==> config.mk <==
export PLATFORM = sky130hd
export DESIGN_NAME = gray_seq_decoder
export DESIGN_NICKNAME = d
export VERILOG_FILES = /design/src/rtl/gray_seq_decoder.sv
export SDC_FILE = /design/constraint.sdc
export NUM_CORES = 1
export LEC_CHECK = 0
export CAP_MARGIN = 20
export CORE_MARGIN = 1.5
export CORE_UTILIZATION = 40
export CTS_CLUSTER_DIAMETER = 80
export DETAILED_ROUTE_END_ITERATION = 10
export MAX_ROUTING_LAYER = met4
export PLACE_DENSITY = 0.75
export RECOVER_POWER = 100
export SYNTH_ARGS = -nofsm -noshare
export SYNTH_HDL_FRONTEND = slang
export SYNTH_SLANG_ARGS = --single-unit
==> constraint.sdc <==
create_clock -name Clk -period 3.8 [get_ports Clk]
set_input_delay 0.76 -clock Clk [delete_from_list [all_inputs] [get_ports Clk]]
set_output_delay 0.76 -clock Clk [all_outputs]
set_load 0.01 [all_outputs]
Figure 1. Clock routing (run 1).
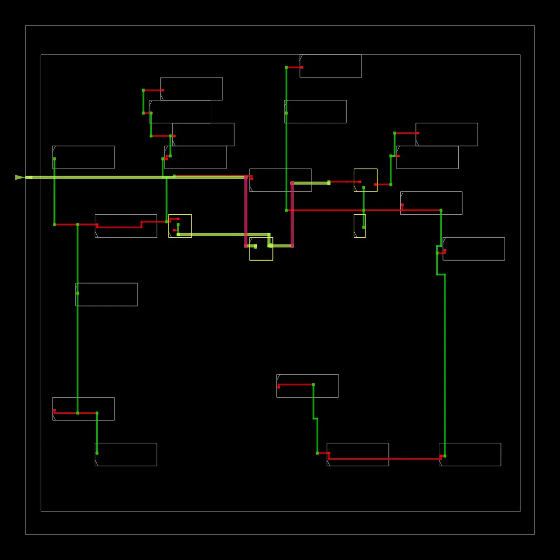
TritonCTS Sinks: 19
Flop Count: 19
clock-net power: 107 uW

Figure 2. Local utilization (run 1).
(4 px per um) 6 x 6 tiles, from black (low) to pale yellow (high), 0 to 100% covered.
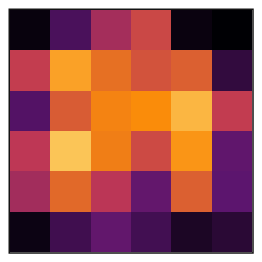
The emptiest ninth of the die: top right. The mean over all tiles is 43%. 11% of the tiles are over 75% full. The densest ninth of the die: middle. The fullest tile reaches 88%. 2.8% of the tiles are nearly empty.
Layout Utilization: 0.527
Core ar.: 0.00310 mm2

Figure 3. Layout detail (run 1).
Region (18, 18) to (43, 43) um. Cells in grey, sequential cells in the stronger grey; small squares are vias.
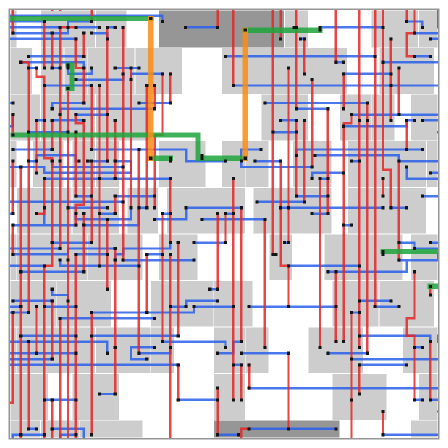
Orange stands for metal 4. Green stands for metal 3. Blue stands for metal 1. Red stands for metal 2.
Most frequent: ha_1 (6). Sequential cells in the window: 1. 58 logic cells have their middle in the window.

==> Changelog: implementation, run 1 <==
### Metrics

* Status: finished clean
* Final Max Slew Viols at 0
* Final setup viols at 0
* Routability congestion estimate at 0.877
* Vias post-DR at ~1200
* Register area at between 300 and 400 um2
* Levels on crit path at 12
* Critical Path RT at 4.03 ns
* Final instance count without filler cells at 225
* Signal buf overhead at 0.159
* CP Class: primary input to register
* Sequential cell fraction of total power at 0.439
* Critical path arrival at ~3.7 ns
* Cell with the most instances after synthesis: dfxtp_1
* Yosys stat area at 0.00133 mm2
* Layout Cell Area excl Fill at between 0.0015 and 0.002 mm2
* Hold Vio Cnt, Final at 0
* Post-synthesis cell count at ~150
* Max FFs per register at 8
* Min Tclk post-route at 3.44 ns
* Crit-path max FO at 6
* Register bit count reported by yosys at 19
* Worst Skew at 0.0108 ns
* Antenna violations before repair at 0
* Routed vias/inst at 5.24
* Busiest grt layer: met2
* Inverters at 15
* First-pass GRT wire length at 4800 um
* Critical path capture point type: register
* Largest cell class by area: combinational gates
* Internal at 331 uW
* Max incr delay on CP at 0.52 ns
* Post-CTS sizing at 0
* Met2 Use GR at 0.350
* EDFF count, synth at 0
* Worst path top cell family by delay: AND-OR/OR-AND gates
* Hold-fix buffers, CTS at 0
* Initial drt markers at 22
* Metal2 WL at 1530 um
==> run 2, diff against run 1 <==
--- a/config.mk
+++ b/config.mk
@@ -16,3 +16,4 @@
 export SYNTH_ARGS = -nofsm -noshare
 export SYNTH_HDL_FRONTEND = slang
 export SYNTH_SLANG_ARGS = --single-unit
+export TNS_END_PERCENT = 10
Figure 4. Clock routing (run 2).
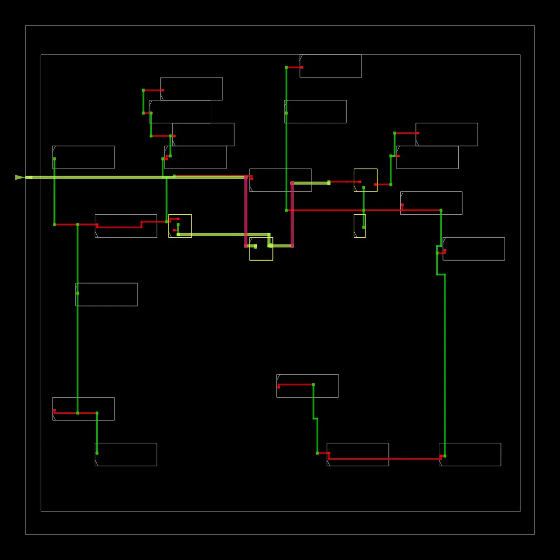
number of clock buffers in the layout: 4
CTS Buf Count: 3
worst skew pair latency: 0.31 ns

==> run 2 against run 1 <==
Die size is the same; final area is the same; combinational power about the same; clock skew is the same; flip-flop count unchanged; fmax unchanged; cell count stayed put; core utilization did not move; critical path type unchanged.
==> Changelog: implementation, run 2 <==
### Metrics

* Hold depth at 2
* Largest cell class by area: combinational gates
* Status: finished clean
* Final Max Slew Viols at 0
* Flop Count at 19
* Area of the mapped netlist at 0.00133 mm2
* Register area at 380 um2
* Ys cells at 154
* Fp_density at 0.427
* Antenna violations before repair at 0
* P_comb at roughly 170 uW
* Avg WL per Cell at around 12 um
* Crit-path max FO at 6
* ANT nets after route at 0
* Critical path capture point type: register
* Total gr overflow at 0
* Grt met3 use at 0.0426
* Highest Signal Layer: met4
* Ys flop type: dfxtp_1
* Slowest-stage cell, CP: clkdlybuf4s50_1
* Vias post-DR at approximately 1200
* EDFF count, synth at 0
* Worst path top cell family by delay: AND-OR/OR-AND gates
* Min Tclk post-route at 3.44 ns
* Busiest grt layer: met2
* Post-CTS Setup Repair Bufs at 0
* Final setup viols at 0
* Initial drt markers at 22
* Register bit count reported by yosys at 19
* Synth area leader: dfxtp_1
* Critical path arrival at approximately 3.7 ns
* Routed vias/inst at 5.24
* Max incr delay on CP at 0.52 ns
* Hold Vio Cnt, Final at 0
* Main power group: registers
* Die width at around 61 um
* Routability congestion estimate at 0.877
* Metal2 WL at 1530 um
* Synth area leaders: dfxtp_1, ha_1, mux2i_1
* Cell with the most instances after synthesis: dfxtp_1
* Levels on crit path at 12
* Worst reg2reg path depth at 13
* Max FFs per register at 8
* Multi-In Gates at 115
* Post-synthesis cell count at 154
* Met2 Use GR at 0.350
* Signal buf overhead at 0.159
* CTS tree: done
* Maxcap violations at 0
* Startpoint types: primary input
* Mux area share at 0.0802
* Final worst path period share at 0.906
* MI comb area at 856 um2
* YS warnings at 0
* Hold Slack at 0.495 ns
* PwrDens at just over 300 mW/mm2
* ClkCell Share at 0.0161
* Metal-1 WL at 1140 um
* Largest net degree at the start of global routing at 20
* Hold Path Class: register to register
* TritonCTS Sinks at 19
* Unique cell types at 47
* Xor+xnor area frac at 0.100
* First-pass GRT wire length at 4800 um
* Hold-fix buffers, CTS at 0
* CP cell instances: clkdlybuf4s50_1, xnor2_4, mux2i_1, and2_1, inv_1, fa_1, nor2b_1, o21ai_0, a21boi_0, mux2i_1, o21ai_0, a21oi_1
* Inverters at 15
* Critical Path RT at 4.03 ns
* Layout Cell Area excl Fill at 0.00163 mm2
* Core ar. at 0.00310 mm2
* Clock-net power at 107 uW
* Final instance count without filler cells at roughly 230
* Post-Syn Nets at roughly 170
* Post-Synth Simple-Gate Area at 0.190
* Layout Utilization at 0.527
* Yosys stat area at 0.00133 mm2
* Sequential cell fraction of total power at 0.439
* Main logic family: simple AND/OR/NAND/NOR gates
* Layout Nets at just under 200
* 1st-pass router iterations at 4
* Post-CTS sizing at 0
* Commonest Layout Cell: dlygate4sd3_1
* Fraction of area in registers at 0.233
* Worst vdd ir at slightly below 200 uV
* Most instantiated logic cells after routing: dlygate4sd3_1, dfxtp_1, inv_1, nor2_1, ha_1
* Tot Pwr at approximately 500 uW
* CP Class: primary input to register
* Internal at between 300 and 400 uW
* Num rows at 20
Figure 5. Clock distribution (run 2).
(10 px per um)
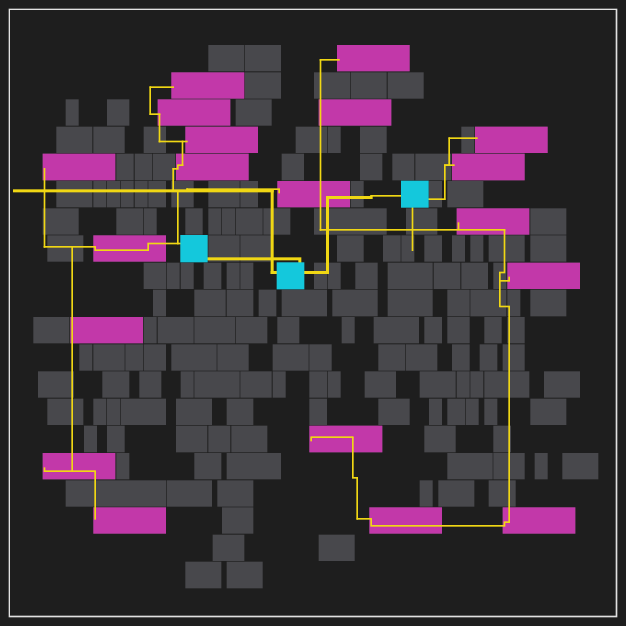
Yellow stands for clock wires, length 275 um. Cyan stands for clock drivers, count 3. Magenta stands for flip-flops, count 19.
Position of the flops: spread over the die.
Clock Power Share: 0.214
Worst Skew: 0.0108 ns

Power and IR drop assume default switching activity.
